<file path="src/rtl/alu_arbiter_if.sv">
// Request, ALU and response bundle between requesters, the ALU and alu_arbiter.
// master = requester/ALU side, slave = arbiter side.
interface alu_arbiter_if #(
  parameter int unsigned WIDTH   = 32,
  parameter int unsigned NUM_REQ = 4
);
  localparam int unsigned ID_W = $clog2(NUM_REQ);

  logic [NUM_REQ-1:0]       req_valid;
  logic [NUM_REQ-1:0]       req_ready;
  logic [NUM_REQ*4-1:0]     req_op;
  logic [NUM_REQ*WIDTH-1:0] req_a;
  logic [NUM_REQ*WIDTH-1:0] req_b;
  logic [WIDTH-1:0]         alu_a;
  logic [WIDTH-1:0]         alu_b;
  logic [3:0]               alu_op;
  logic [WIDTH-1:0]         alu_result;
  logic [3:0]               alu_flags;
  logic                     rsp_valid;
  logic                     rsp_ready;
  logic [ID_W-1:0]          rsp_id;
  logic [WIDTH-1:0]         rsp_result;
  logic [3:0]               rsp_flags;

  modport master (
    output req_valid, req_op, req_a, req_b, rsp_ready, alu_result, alu_flags,
    input  req_ready, alu_a, alu_b, alu_op, rsp_valid, rsp_id, rsp_result, rsp_flags
  );

  modport slave (
    input  req_valid, req_op, req_a, req_b, rsp_ready, alu_result, alu_flags,
    output req_ready, alu_a, alu_b, alu_op, rsp_valid, rsp_id, rsp_result, rsp_flags
  );
endinterface

</file>
<file path="src/rtl/alu_arbiter.sv">
// Round-robin sharing of one combinational ALU among NUM_REQ requesters, one op in flight.
// Defining ALU_ARB_PERF_EN adds the perf_ops/perf_err response counters.
module alu_arbiter #(
  parameter int unsigned WIDTH   = 32,
  parameter int unsigned NUM_REQ = 4
) (
  input  logic        clk,
  input  logic        rst,
  alu_arbiter_if.slave bus
`ifdef ALU_ARB_PERF_EN
  ,
  output logic [31:0] perf_ops,
  output logic [31:0] perf_err
`endif
);
  localparam int unsigned ID_W = $clog2(NUM_REQ);
  localparam int unsigned CntW = ID_W + 1;

  typedef enum logic [1:0] {StIdle, StExec, StResp} state_e;

  state_e           state_q;
  logic [ID_W-1:0]  rr_q;
  logic [ID_W-1:0]  rsp_id_q;
  logic [WIDTH-1:0] alu_a_q, alu_b_q, rsp_result_q;
  logic [3:0]       alu_op_q, rsp_flags_q;
  logic             rsp_valid_q;

  logic             found;
  logic [ID_W-1:0]  winner;
  logic [CntW-1:0]  idx_sum;
  logic [3:0]       win_op;
  logic [WIDTH-1:0] win_a, win_b;

  // Search upward from rr_q with wrap; the first valid requester wins.
  always_comb begin
    found   = 1'b0;
    winner  = rr_q;
    idx_sum = '0;
    for (int unsigned i = 0; i < NUM_REQ; i++) begin
      idx_sum = {1'b0, rr_q} + CntW'(i);
      if (idx_sum >= CntW'(NUM_REQ)) idx_sum = idx_sum - CntW'(NUM_REQ);
      if (!found && bus.req_valid[idx_sum[ID_W-1:0]]) begin
        found  = 1'b1;
        winner = idx_sum[ID_W-1:0];
      end
    end
  end

  always_comb begin
    win_op = bus.req_op[4*winner +: 4];
    win_a  = bus.req_a[WIDTH*winner +: WIDTH];
    win_b  = bus.req_b[WIDTH*winner +: WIDTH];
  end

  // Grant is combinational so a requester is accepted in the same cycle it is chosen.
  always_comb begin
    bus.req_ready = '0;
    if (!rst && state_q == StIdle && found) bus.req_ready[winner] = 1'b1;
  end

  always_ff @(posedge clk or posedge rst) begin
    if (rst) begin
      state_q      <= StIdle;
      rr_q         <= '0;
      rsp_id_q     <= '0;
      alu_a_q      <= '0;
      alu_b_q      <= '0;
      alu_op_q     <= '0;
      rsp_result_q <= '0;
      rsp_flags_q  <= '0;
      rsp_valid_q  <= 1'b0;
    end else begin
      case (state_q)
        StIdle: begin
          if (found) begin
            alu_op_q <= win_op;
            alu_a_q  <= win_a;
            alu_b_q  <= win_b;
            rsp_id_q <= winner;
            rr_q     <= (winner == ID_W'(NUM_REQ - 1)) ? '0 : winner + 1'b1;
            state_q  <= StExec;
          end
        end
        StExec: begin
          rsp_result_q <= bus.alu_result;
          rsp_flags_q  <= bus.alu_flags;
          rsp_valid_q  <= 1'b1;
          state_q      <= StResp;
        end
        StResp: begin
          if (bus.rsp_ready) begin
            rsp_valid_q <= 1'b0;
            state_q     <= StIdle;
          end
        end
        default: state_q <= StIdle;
      endcase
    end
  end

  assign bus.alu_a      = alu_a_q;
  assign bus.alu_b      = alu_b_q;
  assign bus.alu_op     = alu_op_q;
  assign bus.rsp_valid  = rsp_valid_q;
  assign bus.rsp_id     = rsp_id_q;
  assign bus.rsp_result = rsp_result_q;
  assign bus.rsp_flags  = rsp_flags_q;

`ifdef ALU_ARB_PERF_EN
  logic [31:0] perf_ops_q, perf_err_q;

  always_ff @(posedge clk or posedge rst) begin
    if (rst) begin
      perf_ops_q <= '0;
      perf_err_q <= '0;
    end else if (state_q == StResp && bus.rsp_ready) begin
      perf_ops_q <= perf_ops_q + 32'd1;
      if (rsp_flags_q[3]) perf_err_q <= perf_err_q + 32'd1;
    end
  end

  assign perf_ops = perf_ops_q;
  assign perf_err = perf_err_q;
`endif
endmodule
</file>
<file path="src/flat_wrapper.sv">
// flat-port wrapper written by rule: the top's interface ports become plain ports
module alu_arbiter_flat 
#(
  parameter int unsigned WIDTH   = 32,
  parameter int unsigned NUM_REQ = 4
)
  (clk, rst, bus_req_valid, bus_req_op, bus_req_a, bus_req_b, bus_rsp_ready, bus_alu_result, bus_alu_flags, bus_req_ready, bus_alu_a, bus_alu_b, bus_alu_op, bus_rsp_valid, bus_rsp_id, bus_rsp_result, bus_rsp_flags);
  alu_arbiter_if #(.WIDTH(WIDTH), .NUM_REQ(NUM_REQ)) bus_i ();
  input  logic clk;
  input  logic rst;
  input wire logic [$bits(bus_i.req_valid)-1:0] bus_req_valid;
  input wire logic [$bits(bus_i.req_op)-1:0] bus_req_op;
  input wire logic [$bits(bus_i.req_a)-1:0] bus_req_a;
  input wire logic [$bits(bus_i.req_b)-1:0] bus_req_b;
  input wire logic [$bits(bus_i.rsp_ready)-1:0] bus_rsp_ready;
  input wire logic [$bits(bus_i.alu_result)-1:0] bus_alu_result;
  input wire logic [$bits(bus_i.alu_flags)-1:0] bus_alu_flags;
  output wire logic [$bits(bus_i.req_ready)-1:0] bus_req_ready;
  output wire logic [$bits(bus_i.alu_a)-1:0] bus_alu_a;
  output wire logic [$bits(bus_i.alu_b)-1:0] bus_alu_b;
  output wire logic [$bits(bus_i.alu_op)-1:0] bus_alu_op;
  output wire logic [$bits(bus_i.rsp_valid)-1:0] bus_rsp_valid;
  output wire logic [$bits(bus_i.rsp_id)-1:0] bus_rsp_id;
  output wire logic [$bits(bus_i.rsp_result)-1:0] bus_rsp_result;
  output wire logic [$bits(bus_i.rsp_flags)-1:0] bus_rsp_flags;
  assign bus_i.req_valid = bus_req_valid;
  assign bus_i.req_op = bus_req_op;
  assign bus_i.req_a = bus_req_a;
  assign bus_i.req_b = bus_req_b;
  assign bus_i.rsp_ready = bus_rsp_ready;
  assign bus_i.alu_result = bus_alu_result;
  assign bus_i.alu_flags = bus_alu_flags;
  assign bus_req_ready = bus_i.req_ready;
  assign bus_alu_a = bus_i.alu_a;
  assign bus_alu_b = bus_i.alu_b;
  assign bus_alu_op = bus_i.alu_op;
  assign bus_rsp_valid = bus_i.rsp_valid;
  assign bus_rsp_id = bus_i.rsp_id;
  assign bus_rsp_result = bus_i.rsp_result;
  assign bus_rsp_flags = bus_i.rsp_flags;
  alu_arbiter #(.WIDTH(WIDTH), .NUM_REQ(NUM_REQ)) u_core (.clk(clk), .rst(rst), .bus(bus_i));
endmodule
</file>
<file path="config.mk">
export PLATFORM = sky130hd
export DESIGN_NAME = alu_arbiter_flat
export DESIGN_NICKNAME = d
export VERILOG_FILES = /design/src/rtl/alu_arbiter_if.sv /design/src/rtl/alu_arbiter.sv /design/src/flat_wrapper.sv
export SDC_FILE = /design/constraint.sdc
export NUM_CORES = 1
export LEC_CHECK = 0
export CORE_AREA = 2 2 164 166
export DETAILED_ROUTE_END_ITERATION = 10
export DIE_AREA = 0 0 166 168
export SETUP_SLACK_MARGIN = 0.1
export SYNTH_ARGS = -nofsm -noshare
export SYNTH_HDL_FRONTEND = slang
export SYNTH_SLANG_ARGS = --single-unit
</file>
<file path="constraint.sdc">
create_clock -name clk -period 12.6 [get_ports clk]
set_clock_uncertainty 0.2 [all_clocks]
set_input_delay 1.89 -clock clk [delete_from_list [all_inputs] [get_ports clk]]
set_output_delay 1.89 -clock clk [all_outputs]
set_load 0.02 [all_outputs]
</file>
### Floorplan with the power grid, run 1

The bar under the picture is 50 um long. Pins as bars on the die edge.
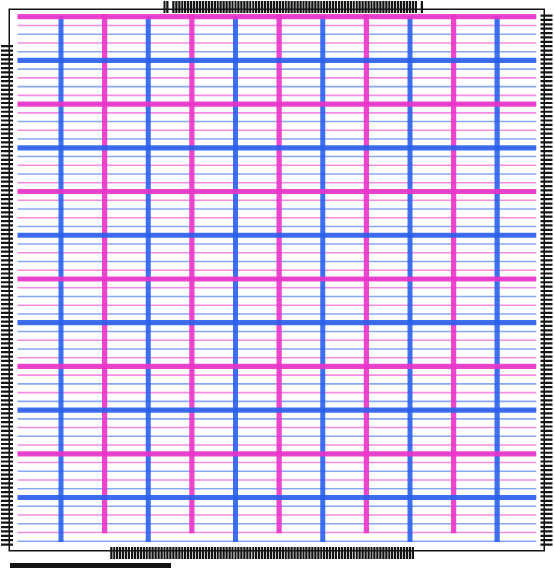
VSS -> blue
VDD -> magenta
rows = 60
met4 straps = 11

### Cells colored by class, run 1

The bar under the picture is 50 um long.
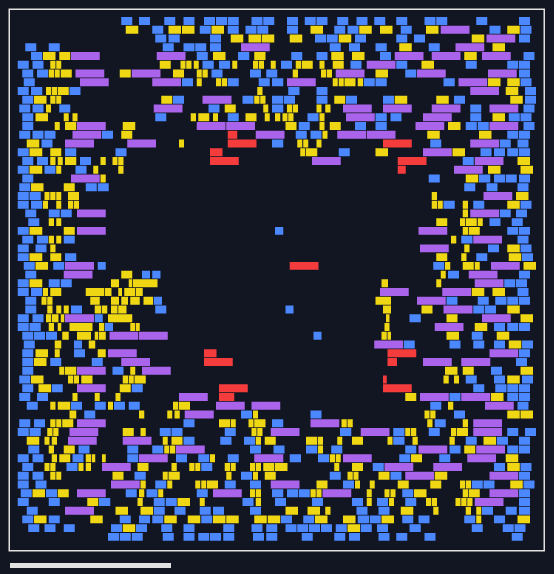
clock drivers and dummy loads -> red  # cells 16, share of their area 2.7%
remaining logic cells -> yellow  # cells 421, share of their area 30%
remaining buffers and delay cells -> blue  # cells 435, share of their area 41%
registers -> purple  # cells 111, share of their area 26%

==> impl_metrics.env, run 1 <==
# source this file to load flow results
export IMPL_cpPeakStageDelay_ps=680
export IMPL_hold_viol=0
export IMPL_whs_path_depth=1
export IMPL_finalPower_mw=2.39
export IMPL_tool_warnings=26
export IMPL_grt_antenna_before_repair=1
export IMPL_die_h_um=168
export IMPL_worstPathArrival_ps=4840
export IMPL_crit_type="input port to output pin"
export IMPL_initialDrtViolationCount=341
export IMPL_r2r_cells=5
export IMPL_synth_nets=911
export IMPL_crit_cells=6
export IMPL_crit_chain="clkdlybuf4s50_1, nor2_1, a211o_2, buf_4, nor4_1, clkdlybuf4s50_1"
export IMPL_ys_warn_count=0
export IMPL_fin_ws_ps=5670
export IMPL_clkCellAreaFrac=0.0263
export IMPL_dpl_instance_area_um2=10700
export IMPL_cp_start_kind="input port"
export IMPL_wl_met2_um=12900
export IMPL_gr_total_overflow=0
export IMPL_n_antenna_cell=1
export IMPL_tns_ps=0
export IMPL_rsz0062_at_grt="false"
export IMPL_m1WireLength_um=10700
export IMPL_comb_area_frac=0.289
export IMPL_status="completed"
export IMPL_cp_endpoint="bus_req_ready[1]"
export IMPL_dp_slack_ps=5620
export IMPL_ir_worst_vdd_mv=0.141
export IMPL_dieWidth_um=166
export IMPL_core_um2=26400
export IMPL_reg2reg_to="u_core.bus.alu_op[0]$_DFFE_PP0P_"
export IMPL_sh_seq_area=0.252
export IMPL_min_path_type="flop to flop"
export IMPL_via_per_inst=4.96
export IMPL_cp_slowest_cell="clkdlybuf4s50_1"
export IMPL_rr_startpoint="u_core.state_q[0]$_DFFE_PP0P_"
### Clock distribution, run 1

The bar under the picture is 50 um long.
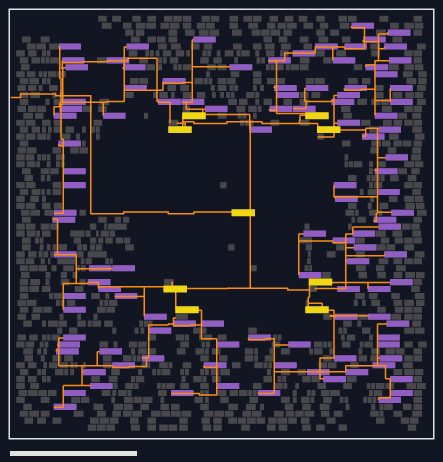
clock-net drivers -> yellow  # count 9
clock wires -> orange  # length 1670 um
flip-flops -> purple  # count 111
routed clock nets = 10

### Wiring by layer, run 1

Two of the layers only.
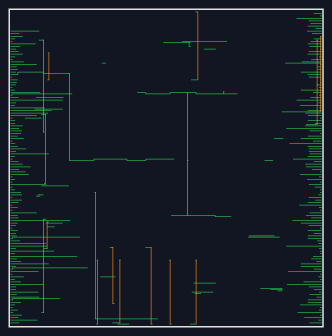
M4 -> orange  # wire length 670 um
M3 -> green  # wire length 2070 um
global-route usage over all layers: 0.183
via count: 6575
Total Routed Length: 26300 um
DR WL/cell: 19.9 um

[run 1: Yosys cell counts (all sizes together)]
cell type	number	share of area
dfrtp	111	0.44
mux2	104	0.19
o21ai	72	0.058
a21oi	70	0.056
nand3	69	0.055
a221o	68	0.11
clkbuf	46	0.028
buf	17	0.024
nand2	6	0.0036
nor2b	5	0.0050
inv	4	0.0028
nor2	3	0.0044
nor4	3	0.0040
nor3	2	0.0024
o21a	2	0.0024
o21bai	2	0.0024
a211o	1	0.0014
a21o	1	0.0012
a31oi	1	0.0010
and3	1	0.0010
and3b	1	0.0014
ha	1	0.0020
nand2b	1	0.0010
nand4	1	0.0010
nor3b	1	0.0012
or2	1	0.0010
or4	1	0.0012
[run 1: power by group]
part	internal (mW)	switching, mW
registers	0.538	0.109
clock network	0.144	0.146
logic	0.701	0.754
### Placement view, run 1

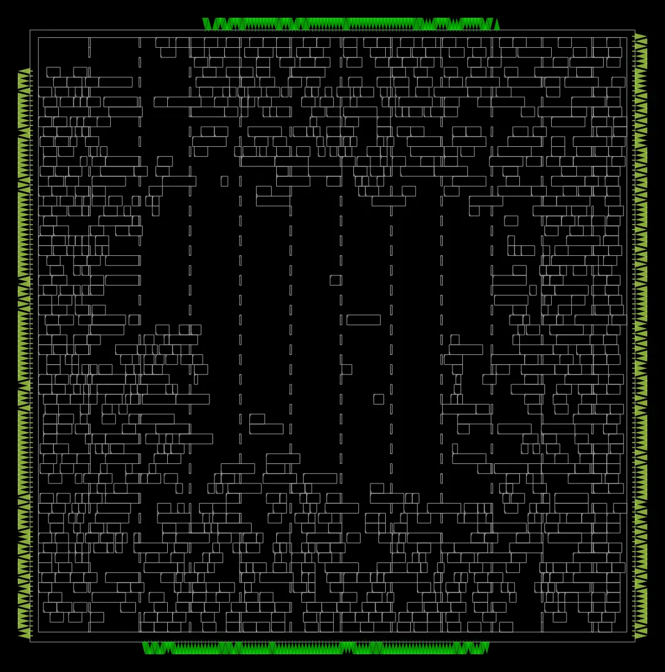

==> inputs of run 2 (changes only) <==
Settings changed: CORE_AREA 2 2 164 166 to 2 2 163 165, DIE_AREA 0 0 166 168 to 0 0 165 167.
Clock period 12.6 ns to 6 ns, I/O delays scaled along.
### Placement view, run 2

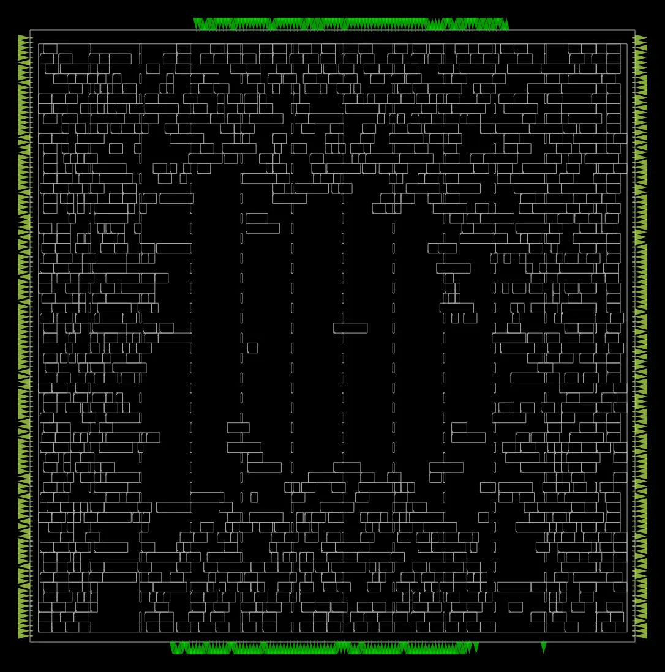
Filler Cell Count: 2500
total core area: 25800 um^2
Final Util: 0.429
Layout Cells excl Fill: 1317

==> run 2 against run 1 <==
Combinational power increased by 110%. Final cell count fell by 0.60%. Synthesized cell count unchanged. Wire length is 0.92% higher. Area after synthesis unchanged. Final area is 0.10% higher. Clock power is 120% higher. Critical path depth shrank 1. Critical endpoint is now bus_req_ready[3]. Highest routed layer unchanged.
==> impl_metrics.env, run 2 <==
# source this file to load flow results
export IMPL_status="completed"
export IMPL_pg_comb_mw=3.08
export IMPL_rr_startpoint="u_core.state_q[1]$_DFFE_PP0P_"
export IMPL_rsz0062_at_grt="false"
export IMPL_top_area_frac=0.444
export IMPL_routedWlPerCell_um=20.2
export IMPL_ir_worst_vdd_mv=0.356
export IMPL_comb_power_share=0.607
export IMPL_edf_count=0
export IMPL_initialDrtViolationCount=344
export IMPL_synth_top_cell_by_count="dfrtp_1"
export IMPL_die_h_um=167
export IMPL_switching_power_mw=2.16
export IMPL_gr_total_overflow=0
export IMPL_hold_viol=0
export IMPL_top_area_cell="dfrtp_1"
export IMPL_min_path_type="flop to flop"
export IMPL_clockPowerShare=0.126
export IMPL_dpl_instance_area_um2=10700
export IMPL_clkCellAreaFrac=0.0277
export IMPL_async_reset_ff_frac=1.00
export IMPL_power_group_top="combinational cells"
export IMPL_comb_area_frac=0.289
export IMPL_reg2reg_to="u_core.bus.alu_b[27]$_DFFE_PP0P_"
export IMPL_tns_ps=0
export IMPL_crit_type="input port to output pin"
export IMPL_track_usage=0.187
export IMPL_via_per_inst=5.01
export IMPL_n_antenna_cell=0
export IMPL_internal_power_mw=2.91
export IMPL_dieWidth_um=165
[run 2: routing by layer]
metal  vias to the layer above  global-route usage  routed length (um)
met1                      3186               0.218               10400
met4                         0              0.0578                 608
met3                        31              0.0638                2740
met5                         -                   0                   0
li1                       3044                   -                   -
met2                       334               0.319               12900
[run 2: critical path, stage by stage]
cell             delay (ps)
clkdlybuf4s50_1         650
nor2_1                  110
a211o_2                 620
nor4_1                  400
clkdlybuf4s50_1         670
[run 2: cells by family (layout without fill, tap and decap cells)]
kind of cell    after synthesis  count (layout)  synth area share
compound gates              217             217             0.231
fa+ha+maj                     1               1           0.00200
buf+inv                      67             454            0.0545
flops                       111             111             0.444
mux                         104             104             0.187
simple gates                 95              95            0.0823
### Clock distribution, run 2

The bar under the picture is 50 um long.
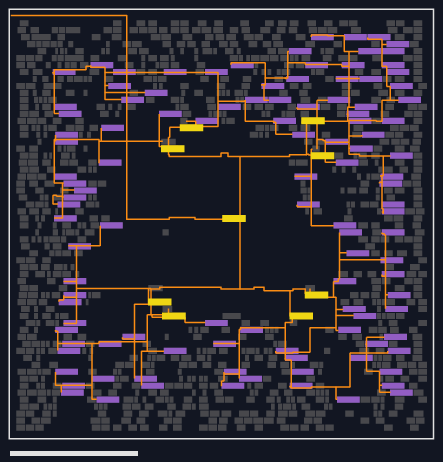

==> inputs of run 3 (changes only) <==
Clock period 6 ns to 3.65 ns, I/O delays scaled along.
### Clock distribution, run 3

The bar under the picture is 50 um long.
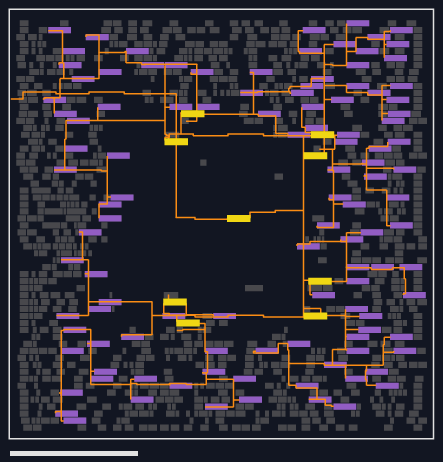
clock-net drivers -> yellow  # count 9
clock wires -> orange  # length 1760 um
flip-flops -> purple  # count 111
routed clock nets = 10
Latency at later pin: 350 ps
P_clk: 1.02 mW
power share of the clock group: 0.121

==> run 3 against run 2 <==
Register-to-register slack worse by 1900 ps. Final cell count grew 1.1%. Clock power up about 60%. Largest cell class unchanged. Hold slack improved by 19 ps. Largest power group unchanged. Synthesized cell count did not move.
==> impl_metrics.env, run 3 <==
# source this file to load flow results
export IMPL_status="completed"
export IMPL_use_met2=0.330
export IMPL_r2r_cells=8
export IMPL_top_area_cell="dfrtp_1"
export IMPL_hold_viol=0
export IMPL_synthAdderAreaFrac=0.00200
export IMPL_via_per_inst=5.03
export IMPL_yosys_top_cells_count="dfrtp_1, a21oi_1, o21ai_0, nand3_1"
export IMPL_tns_ps=0
export IMPL_crit_chain="clkdlybuf4s50_1, and3b_1, nor4_4, buf_4, nor2_8, inv_4, ha_1, and3_1, clkdlybuf4s50_1"
export IMPL_track_usage=0.193
export IMPL_top_layer="met4"
export IMPL_die_h_um=167
export IMPL_edf_count=0
export IMPL_dpl_instance_area_um2=10800
export IMPL_core_um2=25800
export IMPL_min_path_type="flop to flop"
export IMPL_fillCellCount=2550
export IMPL_ys_sh_xor=0
export IMPL_crit_buf_inv=4
export IMPL_wirelength_um=27600
export IMPL_top_area_frac=0.444
export IMPL_top_logic_kind="AND-OR/OR-AND gates"
export IMPL_rsz0062_at_grt="true"
export IMPL_cpPeakStageDelay_ps=610
export IMPL_yosys_area_share_simple=0.0823
export IMPL_gr_total_overflow=0
export IMPL_m1WireLength_um=11200
export IMPL_rr_startpoint="u_core.rr_q[1]$_DFFE_PP0P_"
export IMPL_initialDrtViolationCount=366
export IMPL_ir_worst_vdd_mv=0.668
export IMPL_finalPower_mw=8.40
export IMPL_synth_top_cell_by_count="dfrtp_1"
export IMPL_ff_type="dfrtp_1"
export IMPL_top_usage_layer="met2"
export IMPL_p_sw_frac=0.426
export IMPL_reg2reg_to="u_core.bus.alu_b[9]$_DFFE_PP0P_"
export IMPL_ys_sh_aoi=0.231
export IMPL_dieWidth_um=165
export IMPL_tool_warnings=27
export IMPL_async_reset_ff_frac=1.00
export IMPL_met1_usage=0.227
export IMPL_crit_top_cell="clkdlybuf4s50_1"
export IMPL_comb_power_share=0.614
run 3: final cells by class:
| cell class | count | share of cell area |
|---|---|---|
| timing repair buffer | 447 | 0.398 |
| multi-input combinational | 417 | 0.286 |
| sequential | 111 | 0.249 |
| tap | 335 | 0.0375 |
| clock buffer | 9 | 0.0202 |
| clock inverter | 7 | 0.00728 |
| inverter | 4 | 0.00190 |
| antenna | 2 | 0.000448 |
run 3: worst max-delay path by stage:
stage                          start               end  slack [ps]
floorplan                        rst  bus_req_ready[2]         250
detailed placement  bus_req_valid[0]  bus_req_ready[2]         130
finish              bus_req_valid[3]  bus_req_ready[2]         150
global route        bus_req_valid[3]  bus_req_ready[2]          70
CTS                 bus_req_valid[0]  bus_req_ready[2]         120
global placement    bus_req_valid[0]  bus_req_ready[2]         160
No activity file was given, so power comes from the tool's default toggle rates.
